Logic cells by family:
Scale: 2 px per µm.
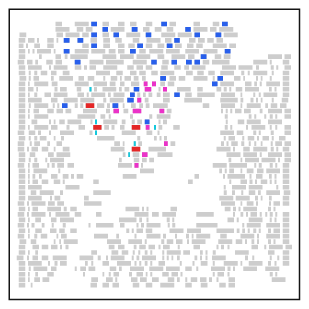
A small window of the routed layout:
Region (57, 57) to (87, 87) µm. Cells in gray, sequential cells in the stronger gray; small squares are vias.
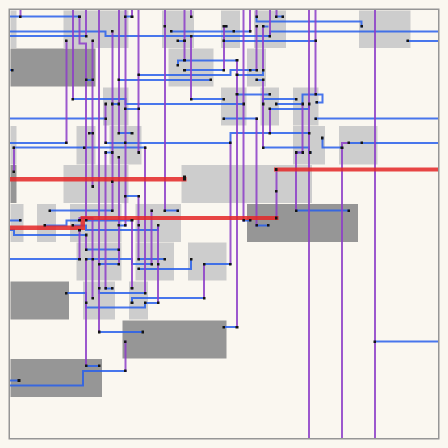
Wiring by layer:
Scale: 2 px per µm. Only two layers are drawn.
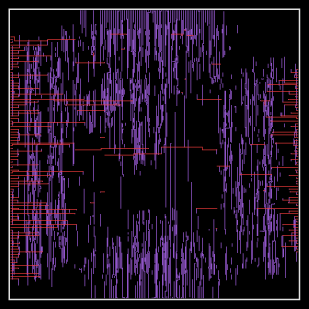
$ cat config.mk
export PLATFORM = sky130hd
export DESIGN_NAME = mem_port_arbiter
export DESIGN_NICKNAME = d
export VERILOG_FILES = /design/src/rtl/mem_port_arbiter.sv
export SDC_FILE = /design/constraint.sdc
export NUM_CORES = 1
export LEC_CHECK = 0
export CAP_MARGIN = 20
export CELL_PAD_IN_SITES_DETAIL_PLACEMENT = 1
export CELL_PAD_IN_SITES_GLOBAL_PLACEMENT = 1
export CORE_MARGIN = 3
export CORE_UTILIZATION = 28
export CTS_CLUSTER_SIZE = 14
export DETAILED_ROUTE_END_ITERATION = 16
export PLACE_DENSITY = 0.86
export SLEW_MARGIN = 10
export SYNTH_ARGS = -nofsm -noshare
export SYNTH_HDL_FRONTEND = slang
export SYNTH_SLANG_ARGS = --single-unit
export TNS_END_PERCENT = 20
$ cat constraint.sdc
create_clock -name clk -period 2.6 [get_ports clk]
set_input_delay 0.39 -clock clk [delete_from_list [all_inputs] [get_ports clk]]
set_output_delay 0.39 -clock clk [all_outputs]
set_load 0.005 [all_outputs]
$ cat src/rtl/mem_port_arbiter.sv
// mem_port_arbiter
//   Shares one single-port, byte-addressed memory between the instruction
//   fetch requester (IF) and the data requester (MEM stage). Each access
//   holds the memory for LAT cycles, then a one-cycle DONE state pulses the
//   matching ready line and arbitrates the next transaction.
//
// Parameters
//   LAT            memory access cycles per transaction (1..15)
//   MAX_DATA_BURST data grants allowed while IF waits before IF wins (1..15)
//
// Ports
//   clk, rst                  clock and synchronous active-high reset
//   if_req/if_addr            fetch request (held until if_ready) and address
//   if_rdata/if_ready         fetched word and its one-cycle completion pulse
//   dm_req/dm_we/dm_addr/dm_wdata  data request, store flag, address, data
//   dm_rdata/dm_ready         load data and its one-cycle completion pulse
//   mem_en/mem_we/mem_addr/mem_wdata/mem_rdata  memory port
//   stall_if/stall_mem        requester waiting and not completing this cycle
//   busy                      arbiter is not idle
module mem_port_arbiter #(
  parameter int LAT            = 2,
  parameter int MAX_DATA_BURST = 4
) (
  input  logic        clk,
  input  logic        rst,
  input  logic        if_req,
  input  logic [31:0] if_addr,
  output logic [31:0] if_rdata,
  output logic        if_ready,
  input  logic        dm_req,
  input  logic        dm_we,
  input  logic [31:0] dm_addr,
  input  logic [31:0] dm_wdata,
  output logic [31:0] dm_rdata,
  output logic        dm_ready,
  output logic        mem_en,
  output logic        mem_we,
  output logic [31:0] mem_addr,
  output logic [31:0] mem_wdata,
  input  logic [31:0] mem_rdata,
  output logic        stall_if,
  output logic        stall_mem,
  output logic        busy
);

  localparam logic [3:0] LAT_M1 = 4'(LAT - 1);
  localparam logic [3:0] MAX_B  = 4'(MAX_DATA_BURST);

  typedef enum logic [2:0] {
    IDLE,
    ACC_I,
    ACC_D,
    DONE_I,
    DONE_D
  } state_t;

  state_t      state;
  logic [3:0]  cnt;
  logic [3:0]  burst;
  logic        we_q;
  logic [31:0] addr_q;
  logic [31:0] wdata_q;

  logic        if_cand;
  logic        dm_cand;
  logic        grant_if;
  logic        grant_dm;

  // Arbitration. The requester that just finished is ignored in its own
  // DONE state because its req line still belongs to the old transaction.
  // Data normally wins; IF wins once it has waited out MAX_DATA_BURST data
  // grants.
  always_comb begin
    if_cand  = if_req && ((state == IDLE) || (state == DONE_D));
    dm_cand  = dm_req && ((state == IDLE) || (state == DONE_I));
    grant_if = if_cand && (!dm_cand || (burst == MAX_B));
    grant_dm = dm_cand && !grant_if;
  end

  // Transaction sequencer: grant, LAT access cycles, one DONE cycle.
  // Address, write enable and write data are latched on grant so the
  // requesters may change their inputs once ready has pulsed.
  always_ff @(posedge clk) begin
    if (rst) begin
      state    <= IDLE;
      cnt      <= '0;
      burst    <= '0;
      we_q     <= 1'b0;
      addr_q   <= '0;
      wdata_q  <= '0;
      if_rdata <= '0;
      dm_rdata <= '0;
    end else begin
      case (state)
        IDLE, DONE_I, DONE_D: begin
          if (grant_if) begin
            addr_q  <= if_addr;
            we_q    <= 1'b0;
            wdata_q <= '0;
            burst   <= '0;
            cnt     <= LAT_M1;
            state   <= ACC_I;
          end else if (grant_dm) begin
            addr_q  <= dm_addr;
            we_q    <= dm_we;
            wdata_q <= dm_wdata;
            // Count data grants that overtook a waiting fetch.
            if (if_req)
              burst <= (burst == MAX_B) ? burst : burst + 4'd1;
            else
              burst <= '0;
            cnt     <= LAT_M1;
            state   <= ACC_D;
          end else begin
            state <= IDLE;
          end
        end
        ACC_I: begin
          if (cnt == 4'd0) begin
            if_rdata <= mem_rdata;
            state    <= DONE_I;
          end else begin
            cnt <= cnt - 4'd1;
          end
        end
        ACC_D: begin
          if (cnt == 4'd0) begin
            if (!we_q)
              dm_rdata <= mem_rdata;
            state <= DONE_D;
          end else begin
            cnt <= cnt - 4'd1;
          end
        end
        default: state <= IDLE;
      endcase
    end
  end

  // Outputs decoded from the registered state and latched request fields.
  // mem_we is qualified with the access states so it never leaks into DONE.
  always_comb begin
    mem_en    = (state == ACC_I) || (state == ACC_D);
    mem_we    = mem_en && we_q;
    mem_addr  = addr_q;
    mem_wdata = wdata_q;
    if_ready  = (state == DONE_I);
    dm_ready  = (state == DONE_D);
    busy      = (state != IDLE);
    stall_if  = if_req && !if_ready;
    stall_mem = dm_req && !dm_ready;
  end

endmodule
==> impl_results.rst <==
Run summary
-----------

.. list-table::
   :header-rows: 1

   * - Metric
     - Value
   * - Maximum achievable frequency
     - 418.1 MHz
   * - HPWL after detailed placement
     - 13.80 mm
   * - Critical Path Source Type
     - flop
   * - Worst Path Arrival
     - 2.00 ns
   * - Layout Cell Area excl Fill
     - 8783 µm²
   * - Final clock period utilization by the worst path
     - 0.9199
   * - DP Area
     - 8217 µm²
   * - Final-layout setup total negative slack
     - 0 ns
   * - Clock root buffer master
     - sky130_fd_sc_hd__clkbuf_16
   * - Library cell occupying the most area in the post-synthesis netlist
     - sky130_fd_sc_hd__dfxtp_1
   * - Setup violations, final
     - 0
   * - Floorplan Utilization
     - 0.2914
   * - HP Class
     - reg2reg
   * - CTS buffer count
     - 17
   * - Yosys warnings
     - 0
   * - # clock sinks
     - 140
   * - Overflow after GRT
     - 0
   * - Synthesized area per cell
     - 8.576 µm²
   * - Area of the multi-input gates
     - 2292 µm²
   * - Yosys cell count
     - 625
   * - Most frequent cells in the layout
     - sky130_fd_sc_hd__clkdlybuf4s50_1 (266), sky130_fd_sc_hd__nand2_1 (197), sky130_fd_sc_hd__dfxtp_1 (139)
   * - Number of setup buffers added after CTS
     - 0
   * - Clock transition at the registers of the reported paths
     - 0.06 ns
   * - First-pass GRT wire length
     - 29.92 mm
   * - DRC marker count from the first detailed-route iteration
     - 206
   * - Mapped Cells
     - 625
   * - Cell resize tally after clock tree synthesis
     - 0
   * - Fraction of synthesized cell area taken by the top area cell type
     - 0.5229
   * - Pin count of the biggest net entering global routing
     - 62
   * - Clock tree buffer depth
     - 2
   * - Flops & latches, synth
     - 140
   * - Cell types occupying the most area after synthesis
     - sky130_fd_sc_hd__dfxtp_1 (52%), sky130_fd_sc_hd__nand2_1 (14%), sky130_fd_sc_hd__a21oi_1 (6.3%), sky130_fd_sc_hd__a22o_1 (5.4%), sky130_fd_sc_hd__a311oi_1 (5.2%)
   * - Power per standard cell area
     - 781.2 nW/µm²
   * - CTS H-tree lvls
     - 4
   * - Time the worst path needs with I/O delays and setup
     - 2.392 ns
   * - Iteration tally of the first detailed-router pass
     - 4
   * - TritonCTS clock tree
     - built
   * - Max-cap violation count
     - 0
   * - Core Box Area
     - 18,390 µm²
   * - Number of hold-slack violations in the final timing report
     - 0
   * - Final Max Slew Viols
     - 0
   * - Latency at later pin
     - 0.42 ns
   * - Share of cells above drive strength 1
     - 0.05982
   * - Mapped cell area
     - 5360 µm²
   * - Area Growth Syn to Fin
     - 63.87%
   * - Via density
     - 4.943
   * - Quantity of hold-fixing buffers added after cts
     - 0
   * - Total die size
     - 20,840 µm²
   * - Chip area from the yosys synthesis statistics
     - 5360 µm²
   * - Warning total across the stage logs
     - 28
   * - Final antenna diode count
     - 0
   * - FF+latch area
     - 2804 µm²
   * - Transition time at the pin with the least slew margin
     - 0.6878 ns
   * - Vert. Die Dim
     - 144.4 µm
   * - Chip width
     - 144.4 µm
   * - Required @ worst endpoint
     - 2.21 ns
   * - Element type at the critical path end
     - primary output
   * - Category of the critical setup timing path
     - reg2out
   * - Placer's final routability congestion estimate
     - 0.7649
   * - Number of remaining DRC errors
     - 0
   * - Io pins
     - 268
   * - Number of library cell types mapped by synthesis
     - 44
   * - Sequential-to-total area share from yosys stat
     - 0.5229
   * - Final Skew
     - 0.007914 ns
   * - Port bufs
     - 267
   * - Total of fill cells in the finished design
     - 2,124
   * - Max-slew headroom
     - 0.5415
   * - Post-synthesis net count
     - 762
   * - Number of placement rows
     - 49
   * - Largest voltage drop on the vdd net
     - 0.4766 mV
   * - Static leakage
     - 3.170 nW
   * - Total Nets Final
     - 1,010
   * - Antenna violations before repair
     - 0
   * - Status
     - complete, no violations
   * - Via count of the first global-routing pass
     - 5,837
   * - Unrepaired setup endpoints after global routing
     - false
   * - ANT nets after route
     - 0
   * - Largest driver fanout on the critical path
     - 9
   * - Design Power
     - 0.006861 W
   * - Final hold slack
     - 0.4521 ns
Back to the opening pictures, 'logic cells by family':
legend:
  cyan:
    family: inv cells
    cells: 6
    most_used: inv_1
  magenta:
    family: and/or cells
    cells: 12
    most_used: or3_1
  blue:
    family: non-inverting ao/oa cells
    cells: 36
    most_used: a22o_1
  red:
    family: fa/ha/maj cells
    cells: 4
    most_used: ha_1
Cell Count, Final, Fillers Out: 1,115
dominant logic cell type in the layout: sky130_fd_sc_hd__clkdlybuf4s50_1
fraction of area in multi-input gates: 0.2610

Back to the opening pictures, 'a small window of the routed layout':
legend:
  purple:
    layer: M2
  red:
    layer: M3
  blue:
    layer: M1
netlist names of flops here include: cnt (3), state (2)
sequential cells in the window: 5
cells with their middle in the window: 31
most frequent: dfxtp_1 (4), inv_1 (3)

Back to the opening pictures, 'wiring by layer':
legend:
  purple:
    layer: M2
    wire_length: 9,840 µm
  red:
    layer: M3
    wire_length: 1,520 µm
via count: 5,512
final WL: 19.38 mm
GRT Total Usage: 0.1822
WL per Instance: 17.38 µm

==> worst max-delay path: stages, from the launching register on <==
cell                              delay, ns
sky130_fd_sc_hd__dfxtp_1               0.40
sky130_fd_sc_hd__xnor2_1               0.45
sky130_fd_sc_hd__nor2_1                0.10
sky130_fd_sc_hd__and2_1                0.17
sky130_fd_sc_hd__clkdlybuf4s50_1       0.46
==> sequential cells by signal, indices dropped and copies added (netlist names) <==
name and cells:
dm_rdata 32, if_rdata 32, mem_addr 32, mem_wdata 32, burst 4, cnt 4
state 3, we_q 1
==> cell families after synthesis <==
group	synth area share
and+or+nand+nor	0.2215
AOI/OAI and AO/OA	0.1874
DFF	0.5229
buffers and inverters	0.05369
adders and majority gates	0.009337
xor gates and xnor gates	0.003269
muxes	0.001867
==> metrics by stage <==
step	worst slack (ns)	utilization	cells
after floorplan	0.7665	-	625
after global placement	0.4231	0.4467	1083
after detailed placement	0.3050	0.4467	1083
after CTS	0.08313	0.4775	1115
after global routing	0.07438	0.4776	1115
final	0.2083	0.4776	1115
==> layout make-up <==
cell class / instances / area share
Clock inverter: 14 / 0.01553
Sequential cell: 140 / 0.3192
Inverter: 6 / 0.002564
Multi-Input combinational cell: 427 / 0.2610
Clock buffer: 18 / 0.04886
Timing Repair Buffer: 281 / 0.3202
Tap cell: 229 / 0.03262
==> Yosys cell counts, drive strengths merged <==
library cell and number:
a2111oi 1, a211oi 2, a21o 1, a21oi 67, a22o 33, a311oi 32
a31oi 1, and2 2, and3 2, and3b 1, and4b 1, and4bb 1
buf 25, clkbuf 27, dfxtp 140, ha 4, inv 6, mux2i 1
nand2 197, nand2b 3, nand3 7, nand3b 1, nor2 8, nor2b 3
nor3 37, nor3b 3, nor4 4, o211a 1, o211ai 2, o21a 1
o21ai 4, or3 3, or3b 1, or4 1, xnor2 2
==> layer usage <==
metal  track usage  up-vias  share of wire
met5             0        -              0
met3       0.06647       21          0.079
li1              -     2662              -
met1        0.1965     2630           0.40
met4       0.05940        0          0.014
met2        0.3299      199           0.51
==> worst paths after layout <==
check / cells past startpoint / slack (ns) / end / from
max: 4 / 0.21 / mem_we / state[1]
min: 2 / 0.45 / dm_rdata[7] / dm_rdata[7]
max reg2reg: 7 / 0.51 / dm_rdata[2] / cnt[0]
min reg2reg: 2 / 0.45 / dm_rdata[7] / dm_rdata[7]
==> report_power, final <==
group	total, W	leakage (nW)	internal [W]	switching (W)
clock	0.00233	0.262	0.00133	0.000995
sequential	0.00263	1.15	0.00245	0.000184
combinational	0.00190	1.76	0.00102	0.000880
total	0.00686	3.17	0.00480	0.00206
Power and IR drop assume default switching activity.
